==> run_1/class_map.png <==
The bar under the picture is 20 um long. Fill, decap, tap and diode cells in grey.
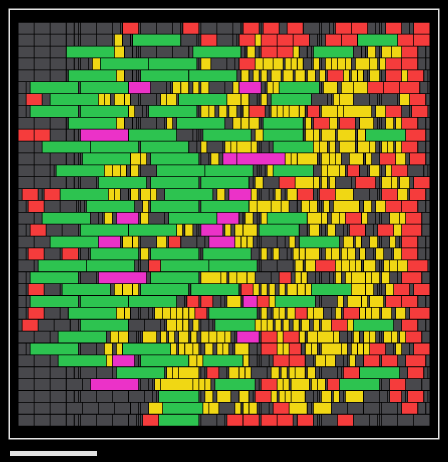
==> run_1/gates.png <==
The bar under the picture is 20 um long.
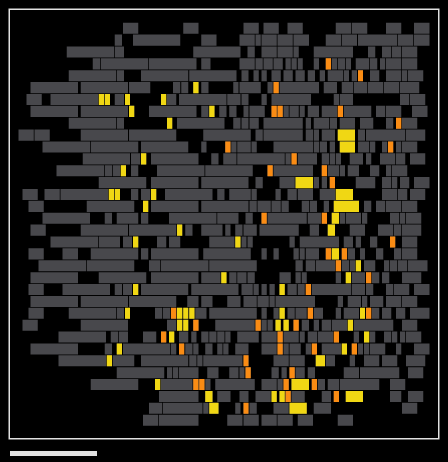
==> run_1/m4.png <==
The bar under the picture is 20 um long.
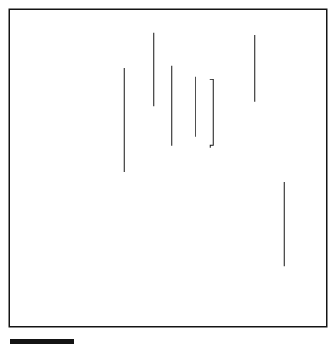
$ cat src/rtl/pc_pkg.sv
// Shared types and defaults for the program-counter generator and its
// return-address stack.
package pc_pkg;

    // Source of the next fetch address, one value per next-PC rule.
    typedef enum logic [2:0] {
        SEL_HOLD,   // keep the current PC (stall or halt)
        SEL_INC,    // sequential fetch, addr + 1
        SEL_BR,     // taken branch from EX
        SEL_JMP,    // plain jump
        SEL_CALL,   // call: jump and push the return address
        SEL_RET,    // return served from the RAS top
        SEL_RETFB   // return with an empty RAS, use the fallback target
    } next_sel_t;

    // Top-level run/halt state. HALT is left only through reset.
    typedef enum logic {
        PC_RUN,
        PC_HALT
    } pc_state_t;

    localparam int unsigned ADDR_W_DEFAULT    = 16;
    localparam int unsigned RAS_DEPTH_DEFAULT = 4;
    localparam int unsigned RESET_PC_DEFAULT  = 0;

    // True when n is a power of two, so the RAS pointer can wrap naturally.
    function automatic bit is_pow2(input int unsigned n);
        return (n != 0) && ((n & (n - 1)) == 0);
    endfunction

endpackage

$ cat src/rtl/pc_ras.sv
// Circular return-address stack. The pointer always names the current top
// entry; a push writes one slot above it, and once the stack is full that
// slot is the oldest live entry, so it is overwritten and the overflow flag
// sticks until reset. DEPTH must be a power of two of at least 2 so pointer
// arithmetic wraps modulo DEPTH without extra logic.
module pc_ras
    import pc_pkg::*;
#(
    parameter int unsigned DEPTH = RAS_DEPTH_DEFAULT,
    parameter int unsigned W     = ADDR_W_DEFAULT
) (
    input  logic         clk,
    input  logic         rst,
    input  logic         push,
    input  logic         pop,
    input  logic         replace,
    input  logic [W-1:0] push_data,
    output logic [W-1:0] top,
    output logic         empty,
    output logic         full,
    output logic         ovf
);

    localparam int unsigned PTR_W = $clog2(DEPTH);
    localparam int unsigned CNT_W = PTR_W + 1;

    logic [W-1:0]     mem_q [DEPTH];
    logic [PTR_W-1:0] ptr_q, ptr_d;
    logic [CNT_W-1:0] cnt_q, cnt_d;
    logic             ovf_q, ovf_d;
    logic             wr_en;
    logic [PTR_W-1:0] wr_idx;

    assign empty = (cnt_q == '0);
    assign full  = (cnt_q == CNT_W'(DEPTH));
    assign top   = mem_q[ptr_q];
    assign ovf   = ovf_q;

    // Next pointer, count, overflow flag and write port for one stack operation.
    always_comb begin
        // NOTE: every signal gets a default first so no path leaves one unassigned and infers a latch.
        ptr_d  = ptr_q;
        cnt_d  = cnt_q;
        ovf_d  = ovf_q;
        wr_en  = 1'b0;
        wr_idx = ptr_q;

        if (replace && !empty) begin
            // Call and return on the same edge: swap the top, depth unchanged.
            wr_en  = 1'b1;
            wr_idx = ptr_q;
        end else if (push || replace) begin
            // A replace on an empty stack degenerates to an ordinary push.
            wr_en  = 1'b1;
            wr_idx = ptr_q + PTR_W'(1);
            ptr_d  = ptr_q + PTR_W'(1);
            if (full) begin
                ovf_d = 1'b1;
            end else begin
                cnt_d = cnt_q + CNT_W'(1);
            end
        end else if (pop && !empty) begin
            ptr_d = ptr_q - PTR_W'(1);
            cnt_d = cnt_q - CNT_W'(1);
        end
    end

    // Stack bookkeeping registers, cleared by the asynchronous reset.
    always_ff @(posedge clk or negedge rst) begin
        // NOTE: state registers use non-blocking assignments so every flop samples pre-edge values.
        if (!rst) begin
            ptr_q <= '0;
            cnt_q <= '0;
            ovf_q <= 1'b0;
        end else begin
            ptr_q <= ptr_d;
            cnt_q <= cnt_d;
            ovf_q <= ovf_d;
        end
    end

    // Entry storage; contents are meaningless until pushed.
    always_ff @(posedge clk) begin
        // NOTE: the storage array is deliberately not reset; the count alone decides which entries are live.
        if (wr_en) begin
            mem_q[wr_idx] <= push_data;
        end
    end

endmodule

$ cat src/rtl/pc_ras_gen.sv
// Program-counter generator at the head of IF. Chooses the next fetch
// address from halt, branch, call, jump, return, hold or sequential
// increment (in that priority), keeps a return-address stack so returns
// redirect without a register read, and parks in a sticky HALT state.
// Every redirect lands on addr one cycle after the sampling edge.
module pc_ras_gen
    import pc_pkg::*;
#(
    parameter int unsigned       ADDR_W    = ADDR_W_DEFAULT,
    parameter int unsigned       RAS_DEPTH = RAS_DEPTH_DEFAULT,
    parameter logic [ADDR_W-1:0] RESET_PC  = ADDR_W'(RESET_PC_DEFAULT)
) (
    input  logic              clk,
    input  logic              rst,
    input  logic              hlt,
    input  logic              hold,
    input  logic              br,
    input  logic [ADDR_W-1:0] br_target,
    input  logic              jump,
    input  logic [ADDR_W-1:0] jump_target,
    input  logic              call,
    input  logic [ADDR_W-1:0] ret_addr,
    input  logic              ret,
    input  logic [ADDR_W-1:0] ret_fallback,
    output logic [ADDR_W-1:0] addr,
    output logic [ADDR_W-1:0] addr_plus,
    output logic              halted,
    output logic              ras_empty,
    output logic              ras_full,
    output logic              ras_ovf
);

    pc_state_t         state_q;
    logic [ADDR_W-1:0] addr_q, addr_d;
    next_sel_t         sel;
    logic              ras_push, ras_pop, ras_replace;
    logic [ADDR_W-1:0] ras_top;

    assign addr      = addr_q;
    assign addr_plus = addr_q + ADDR_W'(1);
    assign halted    = (state_q == PC_HALT);

    pc_ras #(
        .DEPTH (RAS_DEPTH),
        .W     (ADDR_W)
    ) u_ras (
        .clk       (clk),
        .rst       (rst),
        .push      (ras_push),
        .pop       (ras_pop),
        .replace   (ras_replace),
        .push_data (ret_addr),
        .top       (ras_top),
        .empty     (ras_empty),
        .full      (ras_full),
        .ovf       (ras_ovf)
    );

    // Priority select of the next-PC source and the matching stack operation.
    always_comb begin
        sel         = SEL_INC;
        ras_push    = 1'b0;
        ras_pop     = 1'b0;
        ras_replace = 1'b0;

        if (state_q == PC_HALT || hlt) begin
            // Halted, or halting on this edge: freeze PC and stack.
            sel = SEL_HOLD;
        end else if (br) begin
            // A taken branch flushes any call/return in flight; stack untouched.
            sel = SEL_BR;
        end else if (call) begin
            sel = SEL_CALL;
            if (ret) begin
                ras_replace = 1'b1;
            end else begin
                ras_push = 1'b1;
            end
        end else if (jump) begin
            sel = SEL_JMP;
        end else if (ret) begin
            if (!ras_empty) begin
                sel     = SEL_RET;
                ras_pop = 1'b1;
            end else begin
                sel = SEL_RETFB;
            end
        end else if (hold) begin
            sel = SEL_HOLD;
        end
    end

    // Next-PC mux driven by the selected source.
    always_comb begin
        case (sel)
            SEL_HOLD:  addr_d = addr_q;
            SEL_INC:   addr_d = addr_plus;
            SEL_BR:    addr_d = br_target;
            SEL_JMP:   addr_d = jump_target;
            SEL_CALL:  addr_d = jump_target;
            SEL_RET:   addr_d = ras_top;
            SEL_RETFB: addr_d = ret_fallback;
            default:   addr_d = addr_q;
        endcase
    end

    // Run/halt FSM and PC register; HALT is exited only by reset.
    always_ff @(posedge clk or negedge rst) begin
        if (!rst) begin
            state_q <= PC_RUN;
            addr_q  <= RESET_PC;
        end else begin
            addr_q <= addr_d;
            if (state_q == PC_RUN && hlt) begin
                state_q <= PC_HALT;
            end
        end
    end

endmodule
$ cat config.mk
export PLATFORM = sky130hd
export DESIGN_NAME = pc_ras_gen
export DESIGN_NICKNAME = d
export VERILOG_FILES = /design/src/rtl/pc_pkg.sv /design/src/rtl/pc_ras.sv /design/src/rtl/pc_ras_gen.sv
export SDC_FILE = /design/constraint.sdc
export NUM_CORES = 1
export LEC_CHECK = 0
export ABC_AREA = 1
export CAP_MARGIN = 10
export CORE_MARGIN = 1.5
export CORE_UTILIZATION = 50
export DETAILED_ROUTE_END_ITERATION = 12
export PLACE_DENSITY = 0.8
export SKIP_CTS_REPAIR_TIMING = 1
export SLEW_MARGIN = 20
export SYNTH_ARGS = -nofsm -noshare
export SYNTH_HDL_FRONTEND = slang
export SYNTH_SLANG_ARGS = --single-unit
$ cat constraint.sdc
create_clock -name clk -period 3.03 [get_ports clk]
set_input_delay 0.606 -clock clk [delete_from_list [all_inputs] [get_ports clk]]
set_output_delay 0.606 -clock clk [all_outputs]
set_load 0.03 [all_outputs]
==> summary.txt, run 1 <==
GRT Total Usage: 25.3%
CP max FO: 4
FF-to-FF path depth: 7
Lkg Pwr: 2.39 nW
Hold Path Cell Cnt: 1
CTS tree: done
CORE AREA: 0.00872 mm^2
ant diodes: 0
setup violators final: 0
Hold Crit Class: reg2reg
Cells after Synth: 473
clk ins delay skew pair: 0.36 ns
Synth warnings: 0
residual DRC count: 0
Final Critical Period: 2.81 ns
startpoint type of the worst setup path: flop
CP arrival: 2.20 ns
Setup crit end kind: primary output
critical path class: reg2out
initial antenna violation count: 0
Routed met1 length: 5090 um
WL met3: 937 um
wire length per cell: 17.1 um
fin. max-slew vios: 0
RR Startpoint: u_ras.ptr_q[1]
Initial Util: 51.8%
yosys stat area: 0.00451 mm^2
largest net degree at the start of global routing: 36
status: completed
fraction of registers with async set/reset: 26.4%
Top Metal Used: met4
die height: 98.0 um
Back to the opening pictures, class_map.png:
Key: yellow = remaining logic cells [cells 364, share of their area 32%]; magenta = clock drivers and dummy loads [cells 16, share of their area 4.7%]; red = remaining buffers and delay cells [cells 122, share of their area 21%]; green = registers [cells 87, share of their area 43%]
Final Core Density: 68.7%
Seq/total area: 41.7%
final instance area: 0.00599 mm^2
Core Rows: 34

Back to the opening pictures, gates.png:
Key: yellow = nor cells [cells 55, most used nor2_1]; orange = inv cells [cells 44, most used inv_1]
fin cells: 697
combinational share of cell area: 28.6%
Commonest Layout Cell: nand2_1

Back to the opening pictures, m4.png:
The layer holds 1.4% of the routed length. The longest straight run is 32.0 um. The layer carries 166 um of wire. The wires run mostly vertical.
Via Count: 3907
Final Routed Wirelength: 12000 um

-- run 1: flip-flops by register name (all words and copies together) (netlist names) --
signal,count
u_ras.cnt_q,3
halted,1
u_ras.ovf,1
u_ras.ptr_q,2
u_ras.mem_q,64
addr,16
-- run 1: cell usage after synthesis, types with 9 or more instances --
cell type  count  area [um^2]
nand2_1      100          375
o21ai_0       28          140
buf_2          9         45.0
xor2_1        14          123
nor2_1        41          154
a21oi_1       25          125
nand3_1       20          100
o22ai_1       12         75.1
inv_1         37          139
dfrtp_1       23          576
nand4_1       28          175
edfxtp_1      64         1920
-- run 1: cell families after synthesis --
family | share of synthesized area [%]
AOI/OAI and AO/OA | 10.1
xor gates and xnor gates | 3.30
adders and majority gates | 1.28
buffers and inverters | 6.73
DFF | 55.3
and+or+nand+nor | 23.2
-- run 1: cell usage in the layout, fill, tap and decap left out, types with 6 or more instances in the layout --
cell             Yosys  layout
buf_4                2      15
clkdlybuf4s50_1      0      98
o21ai_0             28      28
nand2_1            100     100
nand2_2              7       7
nand3_1             20      20
dlymetal6s2s_1       0       9
a21oi_1             25      25
edfxtp_1            64      64
nor2_4               6       6
nand4_1             28      28
dfrtp_1             23      23
clkbuf_8             0       9
o21ai_1              7       7
inv_1               37      37
nor2_1              41      41
o22ai_1             12      12
xor2_1              14      14
inv_2                6       6
-- run 1: per-stage QoR --
stage | power, mW | setup slack, ns | util, % | setup TNS, ns | instances
after floorplan | 1.83 | 0.264 | - | 0 | 473
after global placement | 2.20 | 0.294 | 65.3 | 0 | 681
after detailed placement | 2.21 | 0.233 | 65.3 | 0 | 681
after CTS | 3.28 | -0.146 | 68.5 | -0.381 | 697
after global routing | 3.39 | 0.0597 | 68.7 | 0 | 697
final | 3.27 | 0.220 | 68.7 | 0 | 697
-- run 1: worst max path at each step --
stage          startpoint                 to  slack (ns)
2_1_floorplan         hlt  u_ras.mem_q[1][0]        0.26
3_3_place_gp          hlt  u_ras.mem_q[1][1]        0.29
3_5_place_dp          hlt  u_ras.mem_q[3][4]        0.23
4_1_cts           addr[1]      addr_plus[12]       -0.15
5_1_grt           addr[1]      addr_plus[14]        0.06
6_report          addr[1]      addr_plus[12]        0.22
-- run 1: worst max-delay path, stage by stage, from the launching register on --
cell	delay (ns)
dfrtp_1	0.42
ha_1	0.23
nand2_1	0.08
nor3_2	0.30
nand2_1	0.16
nor2_1	0.14
xor2_1	0.21
inv_1	0.06
dlymetal6s2s_1	0.24
-- run 1: cell type report --
type	count	area, um^2
Tap cell	108	135
Clock inverter	7	154
Clock buffer	9	124
Timing Repair Buffer	122	1210
Sequential cell	87	2500
Inverter	44	165
Fill cell	661	2730
Multi-Input combinational cell	320	1710
-- run 1: per-layer routing --
layer | vias to the layer above | track usage (%)
met3 | 14 | 6.59
met2 | 168 | 42.2
met4 | 0 | 7.91
li1 | 1850 | -
met5 | - | 0
met1 | 1875 | 32.5
-- run 1: where the power goes --
| part | leakage [nW] | switching [mW] | internal, mW |
|---|---|---|---|
| Combinational | 1.40 | 0.459 | 0.341 |
| Clock | 0.137 | 0.443 | 0.642 |
| Sequential | 0.848 | 0.0640 | 1.33 |
| Total | 2.39 | 0.966 | 2.31 |
==> run 2, diff against run 1 <==
--- a/config.mk
+++ b/config.mk
@@ -9,6 +9,7 @@
 export CAP_MARGIN = 10
 export CORE_MARGIN = 1.5
 export CORE_UTILIZATION = 50
+export CTS_CLUSTER_DIAMETER = 40
 export DETAILED_ROUTE_END_ITERATION = 12
 export PLACE_DENSITY = 0.8
 export SKIP_CTS_REPAIR_TIMING = 1
==> run_2/layers.png <==
The bar under the picture is 20 um long.
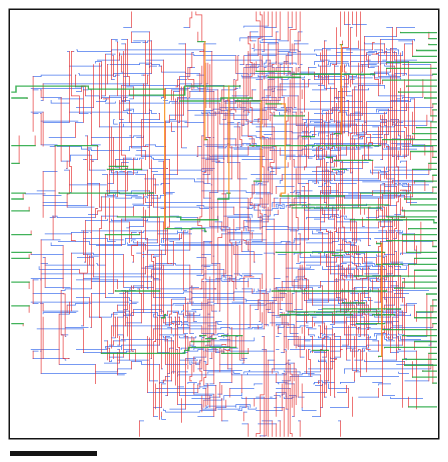
Key: orange = M4 [wire length 166 um]; red = M2 [wire length 5760 um]; blue = M1 [wire length 5090 um]; green = M3 [wire length 938 um]

==> run_2/placed.png <==
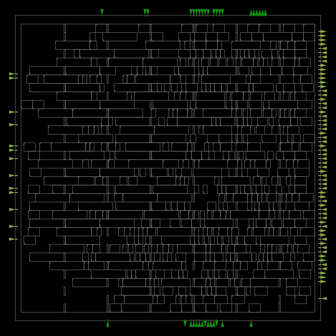
fillcell total: 661
TAP cells: 108
FFs & Latches: 87

==> summary.txt, run 2 <==
status: completed
top area contributor share: 42.6% (unchanged)
fin cells: 697 (unchanged)
CORE AREA: 0.00872 mm^2 (unchanged)
CP arrival: 2.20 ns (about the same)
wire length per cell: 17.1 um (unchanged)
first-pass GRT wire length: 19100 um
Final Routed Wirelength: 12000 um (unchanged)
residual DRC count: 0 (unchanged)
pre-CTS setup slack: 0.233 ns (unchanged)
CP max FO: 4 (unchanged)
Core Rows: 34 (unchanged)
Synth warnings: 0 (unchanged)
Lkg Pwr: 2.39 nW (unchanged)
critical path class: reg2out
layout cells sized above 1: 10.4%
Main area contributors: edfxtp_1 (43%), dfrtp_1 (13%), nand2_1 (8.3%)
Final Critical Period: 2.81 ns (unchanged)
Pwr Density: 546 mW/mm^2
Largest Register: u_ras.mem_q
post-synth top area cell: edfxtp_1
Top Layout Cells: nand2_1 (100), clkdlybuf4s50_1 (98), edfxtp_1 (64)
Initial Util: 51.8% (unchanged)
Commonest Layout Cell: nand2_1
yosys stat area: 0.00451 mm^2 (unchanged)
final instance area: 0.00599 mm^2 (unchanged)
clk ins delay skew pair: 0.36 ns (about the same)
max reg flops: 64 (unchanged)
Synth flops: 87
Final Core Density: 68.7% (unchanged)
CTS tree: done
Via Count: 3907 (unchanged)
Yosys top cell by instances: nand2_1
initial antenna violation count: 0 (unchanged)
Cells after Synth: 473 (unchanged)
fin. max-slew vios: 0 (unchanged)
die height: 98.0 um (unchanged)
synth cell count leaders: nand2_1 (100), edfxtp_1 (64), nor2_1 (41)
setup TNS: 0 ns (unchanged)
Final Power: 3.27 mW (unchanged)
Setup crit end kind: primary output
Final WS setup: 0.220 ns (unchanged)
setup violators final: 0 (unchanged)
placed insts: 681 (unchanged)
run 2: cell counts after synthesis:
Identical to the previous run, type by type.
run 2: final cells by class:
type,count,area [um^2]
flip-flops and latches,87,2500
well taps,108,135
clock buffers,9,124
fillers,661,2730
clock inverters,7,154
multi-input cells,320,1710
repair buffers,122,1210
inverters,44,165
run 2: path summary, 6_finish.rpt:
path / end / cells after the start / start
worst max-delay path: addr_plus[12] / 8 / addr[1]
worst min-delay path: u_ras.ovf / 1 / u_ras.ovf
max in group asynchronous: addr[6] / 2 / rst
min in group asynchronous: halted / 2 / rst
worst min register to register: u_ras.ovf / 1 / u_ras.ovf
worst max register to register: addr[3] / 7 / u_ras.ptr_q[1]
run 2: power breakdown:
group	switching [mW]	leakage, nW	internal (mW)
registers	0.0640	0.848	1.33
logic	0.459	1.40	0.341
clock network	0.443	0.137	0.642
total	0.966	2.39	2.31
run 2: cell families after synthesis:
logic type,Yosys count,synth area share (%)
buffers and inverters,66,6.73
AND/OR/NAND/NOR,217,23.2
AND-OR/OR-AND,82,10.1
flip-flops,87,55.3
adder cells (fa/ha/maj),4,1.28
XOR/XNOR,17,3.30
run 2: critical path, stage by stage, from the launching register on:
cell and delay [ns]:
dfrtp_1 0.42, ha_1 0.23, nand2_1 0.08, nor3_2 0.30, nand2_1 0.16, nor2_1 0.14, xor2_1 0.21, inv_1 0.06
dlymetal6s2s_1 0.24
run 2: per-layer routing:
metal  vias to the layer above  global-route usage [%]  part of all wire [%]
met3                        14                    6.59                   7.8
met5                         -                       0                     0
met1                      1875                    32.5                    43
met2                       168                    42.2                    48
li1                       1850                       -                     -
met4                         0                    7.91                   1.4
==> run_2/class_map.png <==
The bar under the picture is 20 um long. Fill, decap, tap and diode cells in grey.
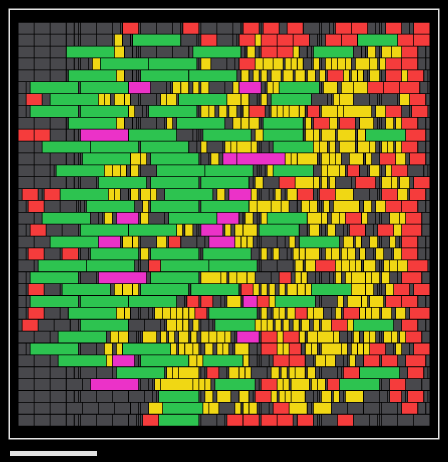

==> run 3, diff against run 2 <==
--- a/config.mk
+++ b/config.mk
@@ -5,13 +5,13 @@
 export SDC_FILE = /design/constraint.sdc
 export NUM_CORES = 1
 export LEC_CHECK = 0
-export ABC_AREA = 1
+export ABC_AREA = 0
 export CAP_MARGIN = 10
 export CORE_MARGIN = 1.5
 export CORE_UTILIZATION = 50
 export CTS_CLUSTER_DIAMETER = 40
 export DETAILED_ROUTE_END_ITERATION = 12
-export PLACE_DENSITY = 0.8
+export PLACE_DENSITY = 0.81
 export SKIP_CTS_REPAIR_TIMING = 1
 export SLEW_MARGIN = 20
 export SYNTH_ARGS = -nofsm -noshare
==> constraint.sdc (replaced) <==
create_clock -name clk -period 3.2 [get_ports clk]
set_input_delay 0.64 -clock clk [delete_from_list [all_inputs] [get_ports clk]]
set_output_delay 0.64 -clock clk [all_outputs]
set_load 0.03 [all_outputs]
==> run_3/class_map.png <==
The bar under the picture is 20 um long. Fill, decap, tap and diode cells in grey.
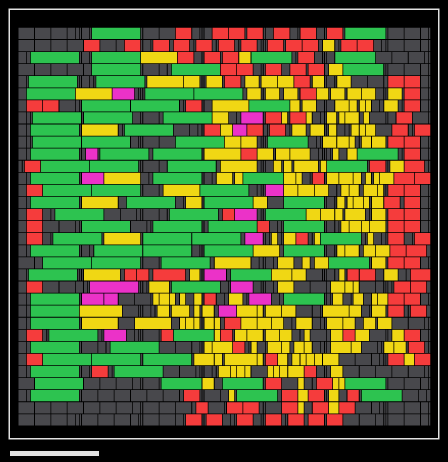
Key: yellow = remaining logic cells [cells 211, share of their area 31%]; red = remaining buffers and delay cells [cells 124, share of their area 21%]; green = registers [cells 87, share of their area 44%]; magenta = clock drivers and dummy loads [cells 16, share of their area 3.7%]

==> summary.txt, run 3 <==
status: completed
sw frac: 29.3% (-0.23 points)
die height: 96.4 um (-1.7%)
clock share of power: 30.1% (-3.0 points)
Yosys top cell by instances: edfxtp_1
Sequential Power Share: 48.6% (+6.2 points)
Comb pwr share: 21.3% (-3.1 points)
Lkg Pwr: 2.04 nW (-14%)
yosys stat area: 0.00436 mm^2 (-3.4%)
layout cells sized above 1: 13.7% (+3.3 points)
Final Critical Period: 3.09 ns
CP arrival: 2.45 ns (+0.25 ns)
clk ins delay skew pair: 0.36 ns (about the same)
CTS tree: done
Final WS setup: 0.110 ns (-0.111 ns)
met3 usage: 3.44% (-3.1 points)
pre-CTS setup slack: 0.180 ns (-0.0528 ns)
met1 usage: 30.7% (-1.9 points)
placed insts: 527 (-23%)
Largest Register: u_ras.mem_q
post-synth top area cell: edfxtp_1
Pwr Density: 465 mW/mm^2 (-15%)
Synth warnings: 0 (unchanged)
met2 GRT Util: 40.4% (-1.8 points)
first-pass GRT wire length: 16000 um (-16%)
max reg flops: 64 (unchanged)
critical path class: reg2out
wire length per cell: 19.4 um (+13%)
Cells after Synth: 318 (-33%)
==> run_3/placed.png <==
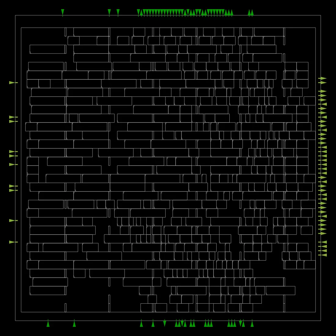
fin cells: 543
TAP cells: 105
fillcell total: 596
CORE AREA: 0.00834 mm^2
Core Rows: 33

-- run 3: kinds of logic after synthesis --
logic type               after synthesis  synth area share (%)
AND-OR/OR-AND                         64                  11.4
XOR/XNOR                              28                  5.62
adder cells (fa/ha/maj)                4                  1.32
buffers and inverters                 27                  3.30
flip-flops                            87                  57.3
multiplexers                          28                  11.2
AND/OR/NAND/NOR                       80                  9.81
-- run 3: layout make-up --
| type | instances | area, um^2 |
|---|---|---|
| clock buffers | 9 | 124 |
| inverters | 7 | 26.3 |
| well taps | 105 | 131 |
| clock inverters | 7 | 88.8 |
| multi-input cells | 204 | 1730 |
| repair buffers | 124 | 1220 |
| fillers | 596 | 2520 |
| flip-flops and latches | 87 | 2500 |
-- run 3: final timing paths --
path                       startpoint  slack, ns  cells past startpoint                end
hold reg to reg             u_ras.ovf       0.46                      1          u_ras.ovf
hold / removal              u_ras.ovf       0.46                      1          u_ras.ovf
setup reg to reg               halted       0.88                      9  u_ras.mem_q[1][6]
max in group asynchronous         rst       2.30                      2            addr[9]
setup / recovery              addr[7]       0.11                      5      addr_plus[15]
min in group asynchronous         rst       0.63                      2     u_ras.ptr_q[0]
-- run 3: power by group through the flow --
stage / combinational (mW) / sequential, mW / clock (mW)
after detailed placement: 0.576 / 1.34 / 0
after global routing: 0.614 / 1.33 / 0.872
after CTS: 0.580 / 1.32 / 0.836
after floorplan: 0.271 / 1.37 / 0
final: 0.577 / 1.32 / 0.815
after global placement: 0.572 / 1.34 / 0
-- run 3: worst max-delay path: stages, from the launching register on --
cell	delay, ns
dfrtp_1	0.52
and4_1	0.28
and3_1	0.26
nand4_1	0.16
xnor2_1	0.18
clkdlybuf4s50_1	0.69
-- run 3: per-stage QoR --
stage | util [%] | hold WS (ns) | total power, mW | TNS [ns]
2_1_floorplan | - | 0.344 | 1.64 | 0
3_3_place_gp | 67.0 | 0.445 | 1.91 | 0
3_5_place_dp | 67.0 | 0.452 | 1.92 | 0
4_1_cts | 69.6 | 0.473 | 2.73 | -0.150
5_1_grt | 69.8 | 0.486 | 2.81 | 0
6_report | 69.8 | 0.465 | 2.71 | 0
-- run 3: routing by layer --
metal	part of all wire, %	wire [um]
met5	0	0
met4	1.9	204
met3	6.8	715
met2	51	5350
met1	41	4280
Power and IR drop assume default switching activity.
